m2.png
Scale bar: 20 um.
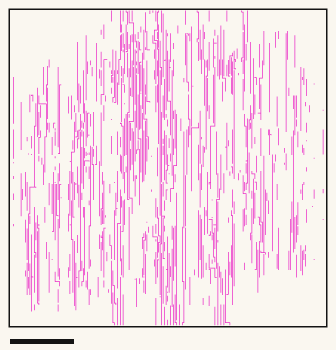
layers.png
Scale bar: 20 um. Only two layers are drawn.
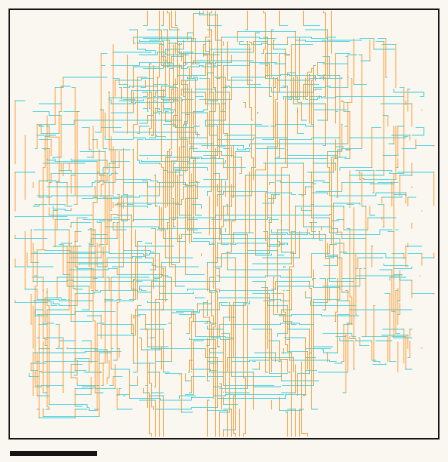
clock_nets.png
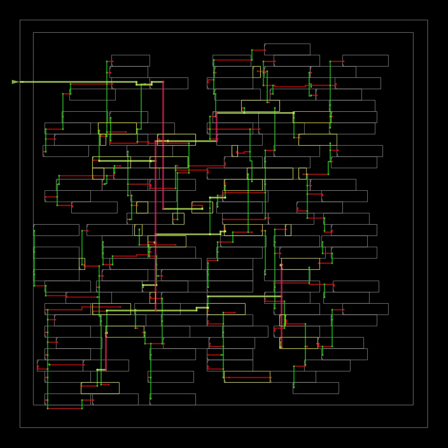
m3.png
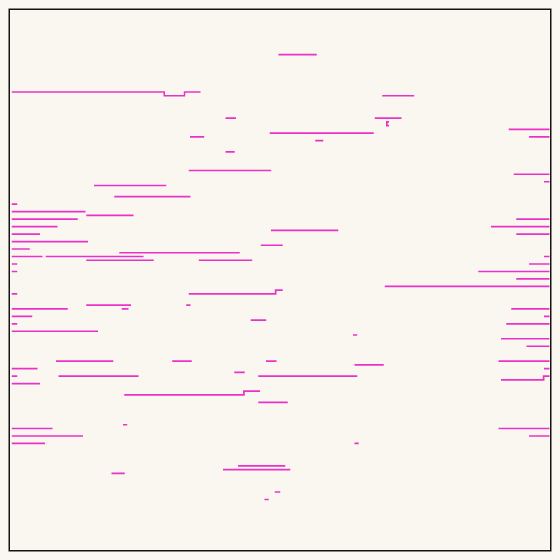
$ cat src/rtl/framebuffer_arbiter_pkg.sv
// rtl/framebuffer_arbiter_pkg.sv - shared framebuffer geometry and RAM ownership type
package framebuffer_arbiter_pkg;

  // Must agree with the display fetch block driving the same RAM.
  localparam int FB_ADDR_WIDTH   = 11;
  localparam int FB_DATA_WIDTH   = 16;
  localparam int FB_FETCH_CYCLES = 4;
  localparam int FB_WR_DEPTH     = 4;

  typedef enum logic [1:0] {
    OWNER_IDLE,
    OWNER_DISP,
    OWNER_HOST
  } ram_owner_e;

endpackage

$ cat src/rtl/framebuffer_arbiter_if.sv
// rtl/framebuffer_arbiter_if.sv - host pixel-write channel into the arbiter
interface framebuffer_arbiter_if
  import framebuffer_arbiter_pkg::*;
#(
  parameter int ADDR_WIDTH = FB_ADDR_WIDTH,
  parameter int DATA_WIDTH = FB_DATA_WIDTH
);

  logic                  wr_valid;
  logic                  wr_ready;
  logic [ADDR_WIDTH-1:0] wr_address;
  logic [DATA_WIDTH-1:0] wr_data;

  modport master (
    output wr_valid,
    output wr_address,
    output wr_data,
    input  wr_ready
  );

  modport slave (
    input  wr_valid,
    input  wr_address,
    input  wr_data,
    output wr_ready
  );

endinterface

$ cat src/rtl/framebuffer_arbiter_write_fifo.sv
// rtl/framebuffer_arbiter_write_fifo.sv - synchronous host write FIFO with occupancy output
module framebuffer_arbiter_write_fifo #(
  parameter int DEPTH = 4,
  parameter int WIDTH = 27
) (
  input  logic                   clk_in,
  input  logic                   reset_n,
  input  logic                   push,
  input  logic [WIDTH-1:0]       push_data,
  input  logic                   pop,
  output logic [WIDTH-1:0]       head_data,
  output logic [$clog2(DEPTH):0] level
);

  localparam int PW = $clog2(DEPTH);
  localparam int LW = PW + 1;

  logic [WIDTH-1:0] mem [DEPTH];
  logic [PW-1:0]    wr_ptr;
  logic [PW-1:0]    rd_ptr;
  logic             do_push;
  logic             do_pop;

  assign do_push   = push && (level != LW'(DEPTH));
  assign do_pop    = pop && (level != '0);
  assign head_data = mem[rd_ptr];

  // Power-of-two depth lets the pointers wrap by plain overflow.
  always_ff @(posedge clk_in or negedge reset_n) begin
    if (!reset_n) begin
      wr_ptr <= '0;
      rd_ptr <= '0;
      level  <= '0;
    end else begin
      if (do_push) wr_ptr <= wr_ptr + PW'(1);
      if (do_pop)  rd_ptr <= rd_ptr + PW'(1);
      case ({do_push, do_pop})
        2'b10:   level <= level + LW'(1);
        2'b01:   level <= level - LW'(1);
        default: ;
      endcase
    end
  end

  always_ff @(posedge clk_in) begin
    if (do_push) mem[wr_ptr] <= push_data;
  end

endmodule

$ cat src/rtl/framebuffer_arbiter.sv
// rtl/framebuffer_arbiter.sv - shares the framebuffer RAM between display fetch and host writes
module framebuffer_arbiter
  import framebuffer_arbiter_pkg::*;
#(
  parameter int FETCH_CYCLES = FB_FETCH_CYCLES,
  parameter int WR_DEPTH     = FB_WR_DEPTH,
  parameter int ADDR_WIDTH   = FB_ADDR_WIDTH,
  parameter int DATA_WIDTH   = FB_DATA_WIDTH
) (
  input  logic                      clk_in,
  input  logic                      reset_n,
  input  logic                      disp_start,
  input  logic [ADDR_WIDTH-1:0]     disp_address,
  input  logic                      disp_clk_enable,
  framebuffer_arbiter_if.slave      wr,
  output logic [ADDR_WIDTH-1:0]     ram_address,
  output logic [DATA_WIDTH-1:0]     ram_data_out,
  output logic                      ram_write_enable,
  output logic                      ram_clk_enable,
  output logic                      ram_reset,
  output logic                      disp_busy,
  output logic [$clog2(WR_DEPTH):0] wr_level,
  output logic                      overlap_error
);

  localparam int CNT_W = $clog2(FETCH_CYCLES + 1);
  localparam int LW    = $clog2(WR_DEPTH) + 1;

  logic [CNT_W-1:0]      win_cnt;
  logic                  disp_sel;
  logic                  push;
  logic                  pop;
  logic [ADDR_WIDTH-1:0] head_address;
  logic [DATA_WIDTH-1:0] head_data;
  ram_owner_e            owner;

  framebuffer_arbiter_write_fifo #(
    .DEPTH (WR_DEPTH),
    .WIDTH (ADDR_WIDTH + DATA_WIDTH)
  ) u_write_fifo (
    .clk_in    (clk_in),
    .reset_n   (reset_n),
    .push      (push),
    .push_data ({wr.wr_address, wr.wr_data}),
    .pop       (pop),
    .head_data ({head_address, head_data}),
    .level     (wr_level)
  );

  assign ram_reset   = ~reset_n;
  assign wr.wr_ready = reset_n && (wr_level != LW'(WR_DEPTH));
  assign push        = wr.wr_valid && wr.wr_ready;
  // Gated by reset_n so a stray disp_start cannot clock the RAM during reset.
  assign disp_sel    = reset_n && (disp_start || (win_cnt != '0));
  assign disp_busy   = disp_sel;
  assign pop         = (owner == OWNER_HOST);

  always_ff @(posedge clk_in or negedge reset_n) begin
    if (!reset_n) begin
      win_cnt       <= '0;
      overlap_error <= 1'b0;
    end else if (disp_start) begin
      win_cnt <= CNT_W'(FETCH_CYCLES - 1);
      if (win_cnt != '0) overlap_error <= 1'b1;
    end else if (win_cnt != '0) begin
      win_cnt <= win_cnt - CNT_W'(1);
    end
  end

  always_comb begin
    owner = OWNER_IDLE;
    if (disp_sel) begin
      owner = OWNER_DISP;
    end else if (wr_level != '0) begin
      owner = OWNER_HOST;
    end
  end

  always_comb begin
    ram_address      = disp_address;
    ram_data_out     = '0;
    ram_write_enable = 1'b0;
    ram_clk_enable   = 1'b0;
    case (owner)
      OWNER_DISP: begin
        ram_clk_enable = disp_clk_enable;
      end
      OWNER_HOST: begin
        ram_address      = head_address;
        ram_data_out     = head_data;
        ram_write_enable = 1'b1;
        ram_clk_enable   = 1'b1;
      end
      default: ;
    endcase
  end

endmodule

$ cat src/flat_wrapper.sv
// flat-port wrapper written by rule: the top's interface ports become plain ports
module framebuffer_arbiter_flat import framebuffer_arbiter_pkg::*;
#(
  parameter int FETCH_CYCLES = FB_FETCH_CYCLES,
  parameter int WR_DEPTH     = FB_WR_DEPTH,
  parameter int ADDR_WIDTH   = FB_ADDR_WIDTH,
  parameter int DATA_WIDTH   = FB_DATA_WIDTH
)
  (clk_in, reset_n, disp_start, disp_address, disp_clk_enable, ram_address, ram_data_out, ram_write_enable, ram_clk_enable, ram_reset, disp_busy, wr_level, overlap_error, wr_wr_valid, wr_wr_address, wr_wr_data, wr_wr_ready);
  framebuffer_arbiter_if #(.ADDR_WIDTH(ADDR_WIDTH), .DATA_WIDTH(DATA_WIDTH)) wr_i ();
  input  logic clk_in;
  input  logic reset_n;
  input  logic disp_start;
  input  logic [ADDR_WIDTH-1:0] disp_address;
  input  logic disp_clk_enable;
  output logic [ADDR_WIDTH-1:0] ram_address;
  output logic [DATA_WIDTH-1:0] ram_data_out;
  output logic ram_write_enable;
  output logic ram_clk_enable;
  output logic ram_reset;
  output logic disp_busy;
  output logic [$clog2(WR_DEPTH):0] wr_level;
  output logic overlap_error;
  input wire logic [$bits(wr_i.wr_valid)-1:0] wr_wr_valid;
  input wire logic [$bits(wr_i.wr_address)-1:0] wr_wr_address;
  input wire logic [$bits(wr_i.wr_data)-1:0] wr_wr_data;
  output wire logic [$bits(wr_i.wr_ready)-1:0] wr_wr_ready;
  assign wr_i.wr_valid = wr_wr_valid;
  assign wr_i.wr_address = wr_wr_address;
  assign wr_i.wr_data = wr_wr_data;
  assign wr_wr_ready = wr_i.wr_ready;
  framebuffer_arbiter #(.FETCH_CYCLES(FETCH_CYCLES), .WR_DEPTH(WR_DEPTH), .ADDR_WIDTH(ADDR_WIDTH), .DATA_WIDTH(DATA_WIDTH)) u_core (.clk_in(clk_in), .reset_n(reset_n), .disp_start(disp_start), .disp_address(disp_address), .disp_clk_enable(disp_clk_enable), .wr(wr_i), .ram_address(ram_address), .ram_data_out(ram_data_out), .ram_write_enable(ram_write_enable), .ram_clk_enable(ram_clk_enable), .ram_reset(ram_reset), .disp_busy(disp_busy), .wr_level(wr_level), .overlap_error(overlap_error));
endmodule
$ cat config.mk
export PLATFORM = sky130hd
export DESIGN_NAME = framebuffer_arbiter_flat
export DESIGN_NICKNAME = d
export VERILOG_FILES = /design/src/rtl/framebuffer_arbiter_pkg.sv /design/src/rtl/framebuffer_arbiter_if.sv /design/src/rtl/framebuffer_arbiter_write_fifo.sv /design/src/rtl/framebuffer_arbiter.sv /design/src/flat_wrapper.sv
export SDC_FILE = /design/constraint.sdc
export NUM_CORES = 1
export LEC_CHECK = 0
export CAP_MARGIN = 10
export CORE_MARGIN = 3
export CORE_UTILIZATION = 57
export DETAILED_ROUTE_END_ITERATION = 10
export PLACE_DENSITY = 0.95
export SLEW_MARGIN = 20
export SYNTH_ARGS = -nofsm -noshare
export SYNTH_HDL_FRONTEND = slang
export SYNTH_SLANG_ARGS = --single-unit
$ cat constraint.sdc
create_clock -name clk_in -period 4.91 [get_ports clk_in]
set_clock_uncertainty 0.15 [all_clocks]
set_input_delay 0.982 -clock clk_in [delete_from_list [all_inputs] [get_ports clk_in]]
set_output_delay 0.982 -clock clk_in [all_outputs]
set_load 0.02 [all_outputs]
==> notes.md <==
run metrics: status completed, Logic power comb 0.00103 W, Top-area cell share 66.9%, Reg power frac 39.4%, drt first pass iters 4, global-route wire length before repair 15000 um, cells after synthesis 232, inverter count 13, Hold WS 311 ps, final non-filler cell total 445, fin nets 379, die span in x 98.2 um, slew margin rel. 39.0%, clock network power share 31.3%, Adder Area Share 2.22%, period utilization 86.3%, Power Dens Cells 559 nW/um^2, DP HPWL 5490 um, Synth Area per Inst 20.9 sq um, TritonCTS clock tree done, RD Place Congestion 0.768, initial drt markers 208, simple-gate portion of the synthesized area 3.43%, ANT cells 0, DRC viols 0, final slew viol count 0, layout cell share with drive strength beyond 1 18.2%, antenna-violating nets left 0, Clock transition at path regs 50 ps, die area 9650 sq um, I/O Buffers 78, Main logic family multiplexers, YS warnings 0, routed len/inst 21.1 um, main area contributors edfxtp_1 (67%), mux4_1 (7.0%), mux4_2 (6.5%), clk tree area frac 8.49%, initial antenna violation count 0, Yosys cell types 27, Power, Total 0.00352 W, final core area utilization 76.6%, XOR/XNOR Area Share 1.26%, Core Region 8220 sq um, GRT Util Overall 21.1%, largest net degree at the start of global routing 29, Max Fanout on Critical Path 17, Tapcells 105, Finished Cell Area 6290 sq um, Comb area 1220 sq um, sequential-to-total area share from yosys stat 72.6%, Comb area share 19.4%, cell count in the Yosys report 232, Comb gates 91, # clock sinks 119, Area Overhead vs Synth 29.8%, Non-clock buffering overhead 13.4%, final setup fails 0, Final Critical Period 4240 ps, Register Area 3520 sq um, EDFF count, synth 108, Seq group 0.00138 W, placed insts 414, Critical Path End Type primary output, top cell type by instance count after synthesis edfxtp_1, Worst Path Arrival 3110 ps, filler cell count 444, Worst Reg2Reg Path Length in Cells 12, sw frac 28.4%, Synth mux share 17.0%, RSZ-0062 raised after global routing false, Max Cap Viol 0, worst min path class reg -> reg, hold path cells 1, cell type with the largest total area edfxtp_1, Post-CTS Hold Buffers 0, Non-clk bufs 86, asr flop ratio synth 9.24%, Gate power share 29.3%, Net Count, Synth 283, Int Power 0.00252 W
About m2.png:
wire length on this layer: 4940 um
main direction: vertical
Post-Route WL: 9400 um
via count: 2530

About layers.png:
[orange] M2 | wire length: 4940 um
[cyan] M1 | wire length: 3620 um

About clock_nets.png:
worst skew pair latency: 500 ps
flip-flops: 119
clk pwr: 0.00110 W
Inserted Clock Buffers: 17

About m3.png:
longest straight run: 29.7 um
wire length on this layer: 618 um
nets with wire on the layer: 67
share of all routed wire: 6.6%
main direction: horizontal

[final timing paths]
check / end / slack, ps
max reg2reg: u_core.u_write_fifo.level[2] / 2100
max: ram_address[6] / 670
min in group asynchronous: u_core.u_write_fifo.rd_ptr[1] / 760
max in group asynchronous: u_core.u_write_fifo.rd_ptr[0] / 3670
min reg2reg: u_core.overlap_error / 310
min: u_core.overlap_error / 310
[layer usage]
| layer | up-vias | share of wire, % | global-route usage [%] |
|---|---|---|---|
| li1 | 1117 | - | - |
| met1 | 1280 | 38 | 25.6 |
| met2 | 111 | 53 | 34.9 |
| met3 | 22 | 6.6 | 7.07 |
| met4 | 0 | 2.4 | 8.93 |
| met5 | - | 0 | 0 |
[cells in the final DEF (no fill, tap or decap), drive strengths merged]
cell type      Yosys  final
inv               13     13
a31oi              1      1
a211oi             1      1
edfxtp           108    108
a21o               2      2
clkinvlp           0      3
o311a              1      1
mux2              12     12
fa                 1      1
dfrtp             11     11
clkdlybuf4s50      0     78
nor3               1      1
clkinv             0      6
clkbuf             1     20
nand2b             2      2
bufinv             0      2
or2                1      1
nor2               3      3
xnor2              4      4
and2              21     21
ha                 7      7
mux2i              2      2
mux4              27     27
buf                8      8
xor2               3      3
a21oi              2      2
[registers in the layout, summed over array words and instances (netlist names)]
signal and flops:
u_core.overlap_error 1, u_core.win_cnt 3, u_core.u_write_fifo.rd_ptr 2, u_core.u_write_fifo.wr_ptr 2, u_core.u_write_fifo.mem 108, u_core.u_write_fifo.level 3
[worst max-delay path, cell delays in order]
cell	delay, ps
clkdlybuf4s50_1	470
nand2b_1	240
a21oi_4	190
buf_4	260
mux2_2	380
clkdlybuf4s50_1	570
Power figures rest on the tool's default switching activity, not on a simulated workload.
